===== config.mk =====
export PLATFORM = sky130hd
export DESIGN_NAME = trap_ctrl
export DESIGN_NICKNAME = d
export VERILOG_FILES = /design/src/rtl/trap_ctrl.sv
export SDC_FILE = /design/constraint.sdc
export NUM_CORES = 1
export LEC_CHECK = 0
export ABC_CLOCK_PERIOD_IN_PS = 6600
export CAP_MARGIN = 5
export CORE_AREA = 2 2 133 135
export DETAILED_ROUTE_END_ITERATION = 10
export DIE_AREA = 0 0 135 137
export PLACE_DENSITY = 0.74
export SETUP_SLACK_MARGIN = 0.4
export SYNTH_ARGS = -nofsm -noshare
export SYNTH_HDL_FRONTEND = slang
export SYNTH_SLANG_ARGS = --single-unit

===== constraint.sdc =====
create_clock -name clk_i -period 6.6 [get_ports clk_i]
set_input_delay 0.66 -clock clk_i [delete_from_list [all_inputs] [get_ports clk_i]]
set_output_delay 0.66 -clock clk_i [all_outputs]
set_load 0.01 [all_outputs]

===== src/rtl/trap_ctrl.sv =====
// rtl/trap_ctrl.sv - machine-mode trap/interrupt/mret sequencer with pipeline flush and PC redirect
module trap_ctrl (
    input  logic        clk_i,
    input  logic        rst_i,
    input  logic        exc_valid_i,
    input  logic [3:0]  exc_cause_i,
    input  logic [31:0] exc_pc_i,
    input  logic [31:0] exc_tval_i,
    input  logic        mret_i,
    input  logic        retire_valid_i,
    input  logic [31:0] retire_pc_i,
    input  logic        xint_meip_i,
    input  logic        xint_mtip_i,
    input  logic        xint_msip_i,
    input  logic [2:0]  mie_i,
    input  logic [31:0] mtvec_i,
    input  logic [31:0] mepc_i,
    input  logic        csr_mstatus_we_i,
    input  logic [31:0] csr_mstatus_d_i,
    output logic        mstatus_mie_o,
    output logic        mstatus_mpie_o,
    output logic [2:0]  mip_o,
    output logic        trap_we_o,
    output logic [31:0] mcause_o,
    output logic [31:0] mepc_o,
    output logic [31:0] mtval_o,
    output logic        flush_o,
    output logic        redirect_valid_o,
    output logic [31:0] redirect_pc_o,
    input  logic        redirect_ready_i,
    output logic        busy_o
);

    typedef enum logic [1:0] {
        ST_IDLE     = 2'd0,
        ST_FLUSH    = 2'd1,
        ST_REDIRECT = 2'd2
    } state_t;

    localparam logic [3:0] CAUSE_MEI = 4'd11;
    localparam logic [3:0] CAUSE_MSI = 4'd3;
    localparam logic [3:0] CAUSE_MTI = 4'd7;

    state_t      state_q, state_d;
    logic [2:0]  sync1_q, sync2_q;
    logic        mie_q, mpie_q;
    logic        is_int_q, is_mret_q;
    logic [3:0]  cause_q;
    logic [31:0] mepc_q, mtval_q, redirect_pc_q;

    logic [2:0]  int_pending;
    logic        int_ok;
    logic [3:0]  int_cause;
    logic        take_exc, take_int, take_mret;
    logic [31:0] tvec_base;

    // Bits of the inputs that this block has no use for
    logic unused_bits;
    assign unused_bits = ^{csr_mstatus_d_i[31:8], csr_mstatus_d_i[6:4], csr_mstatus_d_i[2:0],
                           mepc_i[1:0], exc_pc_i[1:0], retire_pc_i[1:0]};

    // Two-flop synchronizers for the asynchronous interrupt lines {MEIP, MTIP, MSIP}
    always_ff @(posedge clk_i or negedge rst_i) begin
        if (!rst_i) begin
            sync1_q <= 3'b000;
            sync2_q <= 3'b000;
        end else begin
            sync1_q <= {xint_meip_i, xint_mtip_i, xint_msip_i};
            sync2_q <= sync1_q;
        end
    end

    // Event arbitration in IDLE: exception beats interrupt beats mret; MEI > MSI > MTI
    always_comb begin
        int_pending = sync2_q & mie_i;
        int_ok      = retire_valid_i && mie_q && (int_pending != 3'b000);
        int_cause   = int_pending[2] ? CAUSE_MEI :
                      int_pending[0] ? CAUSE_MSI : CAUSE_MTI;
        take_exc    = (state_q == ST_IDLE) && exc_valid_i;
        take_int    = (state_q == ST_IDLE) && !exc_valid_i && int_ok;
        take_mret   = (state_q == ST_IDLE) && !exc_valid_i && !int_ok && mret_i;
        tvec_base   = {mtvec_i[31:2], 2'b00};
    end

    // FSM state register
    always_ff @(posedge clk_i or negedge rst_i) begin
        if (!rst_i) begin
            state_q <= ST_IDLE;
        end else begin
            state_q <= state_d;
        end
    end

    // FSM next-state logic
    always_comb begin
        state_d = state_q;
        case (state_q)
            ST_IDLE:     if (take_exc || take_int || take_mret) state_d = ST_FLUSH;
            ST_FLUSH:    state_d = ST_REDIRECT;
            ST_REDIRECT: if (redirect_ready_i) state_d = ST_IDLE;
            default:     state_d = ST_IDLE;
        endcase
    end

    // FSM outputs; the CSR write strobe is suppressed for mret
    always_comb begin
        flush_o          = (state_q == ST_FLUSH);
        trap_we_o        = (state_q == ST_FLUSH) && !is_mret_q;
        redirect_valid_o = (state_q == ST_REDIRECT);
        busy_o           = (state_q != ST_IDLE);
    end

    // Capture the accepted event; trap CSR values are presented during FLUSH
    always_ff @(posedge clk_i or negedge rst_i) begin
        if (!rst_i) begin
            is_int_q  <= 1'b0;
            is_mret_q <= 1'b0;
            cause_q   <= 4'd0;
            mepc_q    <= 32'd0;
            mtval_q   <= 32'd0;
        end else if (take_exc) begin
            is_int_q  <= 1'b0;
            is_mret_q <= 1'b0;
            cause_q   <= exc_cause_i;
            mepc_q    <= {exc_pc_i[31:2], 2'b00};
            mtval_q   <= exc_tval_i;
        end else if (take_int) begin
            is_int_q  <= 1'b1;
            is_mret_q <= 1'b0;
            cause_q   <= int_cause;
            mepc_q    <= {retire_pc_i[31:2], 2'b00};
            mtval_q   <= 32'd0;
        end else if (take_mret) begin
            is_mret_q <= 1'b1;
        end
    end

    // Redirect target is latched on leaving FLUSH so it stays stable under backpressure
    always_ff @(posedge clk_i or negedge rst_i) begin
        if (!rst_i) begin
            redirect_pc_q <= 32'd0;
        end else if (state_q == ST_FLUSH) begin
            if (is_mret_q) begin
                redirect_pc_q <= {mepc_i[31:2], 2'b00};
            end else if (is_int_q && (mtvec_i[1:0] == 2'b01)) begin
                redirect_pc_q <= tvec_base + {26'd0, cause_q, 2'b00};
            end else begin
                redirect_pc_q <= tvec_base;
            end
        end
    end

    // mstatus MIE/MPIE: trap and mret updates take precedence over a software write
    always_ff @(posedge clk_i or negedge rst_i) begin
        if (!rst_i) begin
            mie_q  <= 1'b0;
            mpie_q <= 1'b0;
        end else if (take_exc || take_int) begin
            mpie_q <= mie_q;
            mie_q  <= 1'b0;
        end else if (take_mret) begin
            mie_q  <= mpie_q;
            mpie_q <= 1'b1;
        end else if (csr_mstatus_we_i) begin
            mie_q  <= csr_mstatus_d_i[3];
            mpie_q <= csr_mstatus_d_i[7];
        end
    end

    assign mstatus_mie_o  = mie_q;
    assign mstatus_mpie_o = mpie_q;
    assign mip_o          = sync2_q;
    assign mcause_o       = {is_int_q, 27'd0, cause_q};
    assign mepc_o         = mepc_q;
    assign mtval_o        = mtval_q;
    assign redirect_pc_o  = redirect_pc_q;

endmodule


Fig. 1: ports around the boundary
Pins as bars across the die edge, other pins in gray.
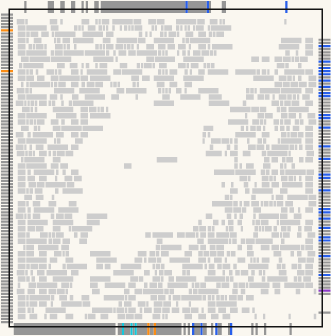
Key: redirect_pc_o = blue [pins 32, direction output, edge 25 right, 4 bottom, 3 top]; exc_cause_i = orange [pins 4, direction input, edge 2 left, 2 bottom]; mip_o = cyan [pins 3, direction output, edge bottom]; rst_i = purple [pins 1, direction input, edge right]
All pins by edge: 99 left, 97 bottom, 83 right, 67 top.
Die X: 135 um
count of input and output buffers: 278

Fig. 2: routing congestion
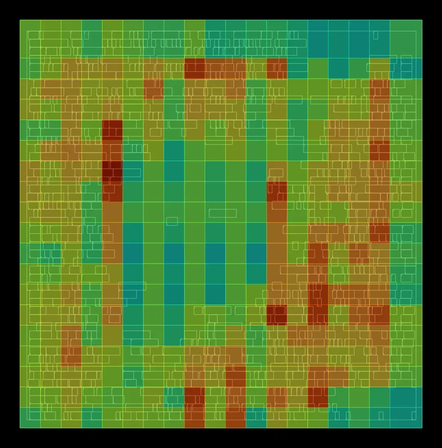
Layout Utilization: 51.9%
most heavily used metal layer in global routing: met2

Fig. 3: signal wires on met3
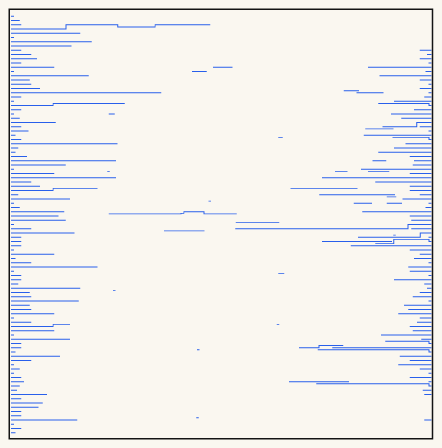
The layer carries 1970 um of wire. The wires run mostly horizontal. The layer holds 11% of the routed length.
total detailed-routing wirelength: 18600 um
global-route track usage on met3: 6.56%
vias after detailed routing: 5441

==> run notes <==
Flow results follow.

The flow ran to the end, and the final reports show no timing, DRC or antenna violations. In this design, the largest share of critical-path delay is due to buffers and inverters. The analysis attributes to cell leakage a power of roughly 3.6 nW. After clock tree synthesis, the setup repair step added 0 buffers. The final layout reports a setup TNS of 0 ps. After synthesis, the largest family of logic cells by area is simple AND/OR/NAND/NOR gates. Nets still carrying antenna violations after routing amount to 0. The hold buffer count at CTS is 0. TritonCTS built the clock tree. After synthesis, the mean cell area works out to roughly 9.0 sq um.

The synthesis log from Yosys contains 0 warnings. The buffer-and-inverter tally for the worst setup path is 5. The required time of the worst setup path is a little under 6000 ps. For this run, the chip area from Yosys synthesis comes to around 5800 sq um. The post-synthesis cell type with the largest combined area is sky130_fd_sc_hd__dfrtp_1. The total cells reported by yosys after synthesis is 638. Setup repair after global routing left no endpoint under its margin. The worst reg2reg path startpoint is cause_q[0]. The first-pass GRT wire length is between 20000 and 30000 um. The clock sink total is ~110.

The share of the synthesized area in the top cell type is around 47%. The category of the critical setup timing path is reg -> out. The upper clock frequency limit is between 200 and 300 MHz. The detailed-route DRC error count is 0. The worst min-delay path class is in -> async. The worst supply voltage drop on vdd is ~0.18 mV. Per the synthesis report, the AND-OR/OR-AND share of the synthesized area is between 10% and 20%. The CTS buffer count is 9. The flip-flop and latch count after synthesis is 108. For this run, the final setup violation count is recorded as 0. For this run, the script counts the antenna cells in the layout as 0. The worst setup path is captured at an output port. Listed in order, past its start point the critical path passes nand2b_1 -> buf_4 -> inv_1 -> buf_4 -> nand2_1 -> inv_1 -> clkdlybuf4s50_1.

The depth of the worst register-to-register path is 7. The count of different cell masters after synthesis is 61. The tally of OpenROAD warnings is 62. The number of levels the H-tree was split into is 3.

Per the detail_route report, vias per standard cell equal just under 5. The total chip power is 3.45 mW. The worst setup path endpoint is trap_we_o.

The minimum clock period is between 3000 and 4000 ps. The maximum number of pins on one net before global-route repair is approximately 95. Timing analysis after detailed placement gives a worst setup slack of ~2700 ps. The synthesized instance count is around 640.

The proportion of synthesized chip area in sequential cells is 47.0%. The final RePlAce weighted congestion is roughly 0.83. The total overflow reported by the global router is 0.
## layout by cell type (no fill, tap or decap), types with 3 or more instances in the layout
cell type                         Yosys  routed
sky130_fd_sc_hd__dfrtp_1            108     108
sky130_fd_sc_hd__nand4_1              3       3
sky130_fd_sc_hd__ha_1                 4       4
sky130_fd_sc_hd__conb_1               1      31
sky130_fd_sc_hd__nand2_1            137     137
sky130_fd_sc_hd__nor2_1              22      21
sky130_fd_sc_hd__xnor2_1             14      14
sky130_fd_sc_hd__clkbuf_16            0       9
sky130_fd_sc_hd__nor4_1               8       8
sky130_fd_sc_hd__nand2b_1             4       4
sky130_fd_sc_hd__clkdlybuf4s50_1      0     277
sky130_fd_sc_hd__o31a_1               3       3
sky130_fd_sc_hd__mux2i_1             39      39
sky130_fd_sc_hd__a21oi_1             31      31
sky130_fd_sc_hd__nor3b_1              4       4
sky130_fd_sc_hd__or3_1                3       3
sky130_fd_sc_hd__o21ai_0             75      75
sky130_fd_sc_hd__clkinv_8             0       3
sky130_fd_sc_hd__nor3_1               9       9
sky130_fd_sc_hd__and3_1              11      10
sky130_fd_sc_hd__and3_2               3       4
sky130_fd_sc_hd__and2_1               3       3
sky130_fd_sc_hd__inv_1                8       8
sky130_fd_sc_hd__o22ai_1             17      17
sky130_fd_sc_hd__buf_4               34       8
sky130_fd_sc_hd__nand3_1             18      18
## where the power goes
part           internal, mW  total (mW)  switching [mW]  leakage [nW]
clock network         0.271       0.557           0.286         0.149
registers             0.969        1.15           0.179          1.32
logic                 0.887        1.74           0.853          2.12
total                  2.13        3.45            1.32          3.58
## through the flow
step                      std cells  instance area [sq um]
final                          1121                   8860
after global routing           1121                   8860
after CTS                      1121                   8860
after detailed placement       1105                   8550
after global placement         1105                   8550
after floorplan                 668                   5870
## flip-flops by register name, indices dropped and copies added (netlist names)
register and cells:
mtval_o 32, mepc_o 30, redirect_pc_o 30, cause_q 4
mip_o 3, sync1_q 3, state_q 2, is_int_q 1
is_mret_q 1, mstatus_mie_o 1, mstatus_mpie_o 1
## final cells by class
class	count	area (sq um)
Timing Repair Buffer	285	2830
Sequential cell	108	2700
Clock buffer	9	225
Fill cell	1609	8200
Multi-Input combinational cell	479	2700
Inverter	8	30.0
Clock inverter	7	83.8
Tap cell	225	282
## how the worst min path moves through the flow
stage	cells past startpoint	startpoint	endpoint
2_1_floorplan	0	sync1_q[0]	mip_o[0]
3_3_place_gp	0	sync1_q[2]	mip_o[2]
3_5_place_dp	0	sync1_q[0]	mip_o[0]
4_1_cts	1	rst_i	redirect_pc_o[28]
5_1_grt	0	sync1_q[2]	mip_o[2]
6_report	1	rst_i	redirect_pc_o[28]
## Yosys cell counts (all sizes together), types with 5 or more instances
master    n
nand2   138
nor2     22
o22ai    17
nor4      9
a21oi    31
and3     14
o21ai    75
and2      5
buf      41
mux2i    39
clkbuf   32
nand3    18
dfrtp   108
xnor2    14
inv       8
nor3      9
## per-layer routing
metal  part of all wire, %  vias to the layer above  wire (um)  global-route usage (%)
met5                  0.11                        -         20                       0
li1                      -                     2655          -                       -
met1                    39                     2536       7250                    23.6
met2                    49                      228       9110                    33.5
met4                   1.2                        4        216                    5.09
met3                    11                       18       1970                    6.56
Power and IR drop assume default switching activity.
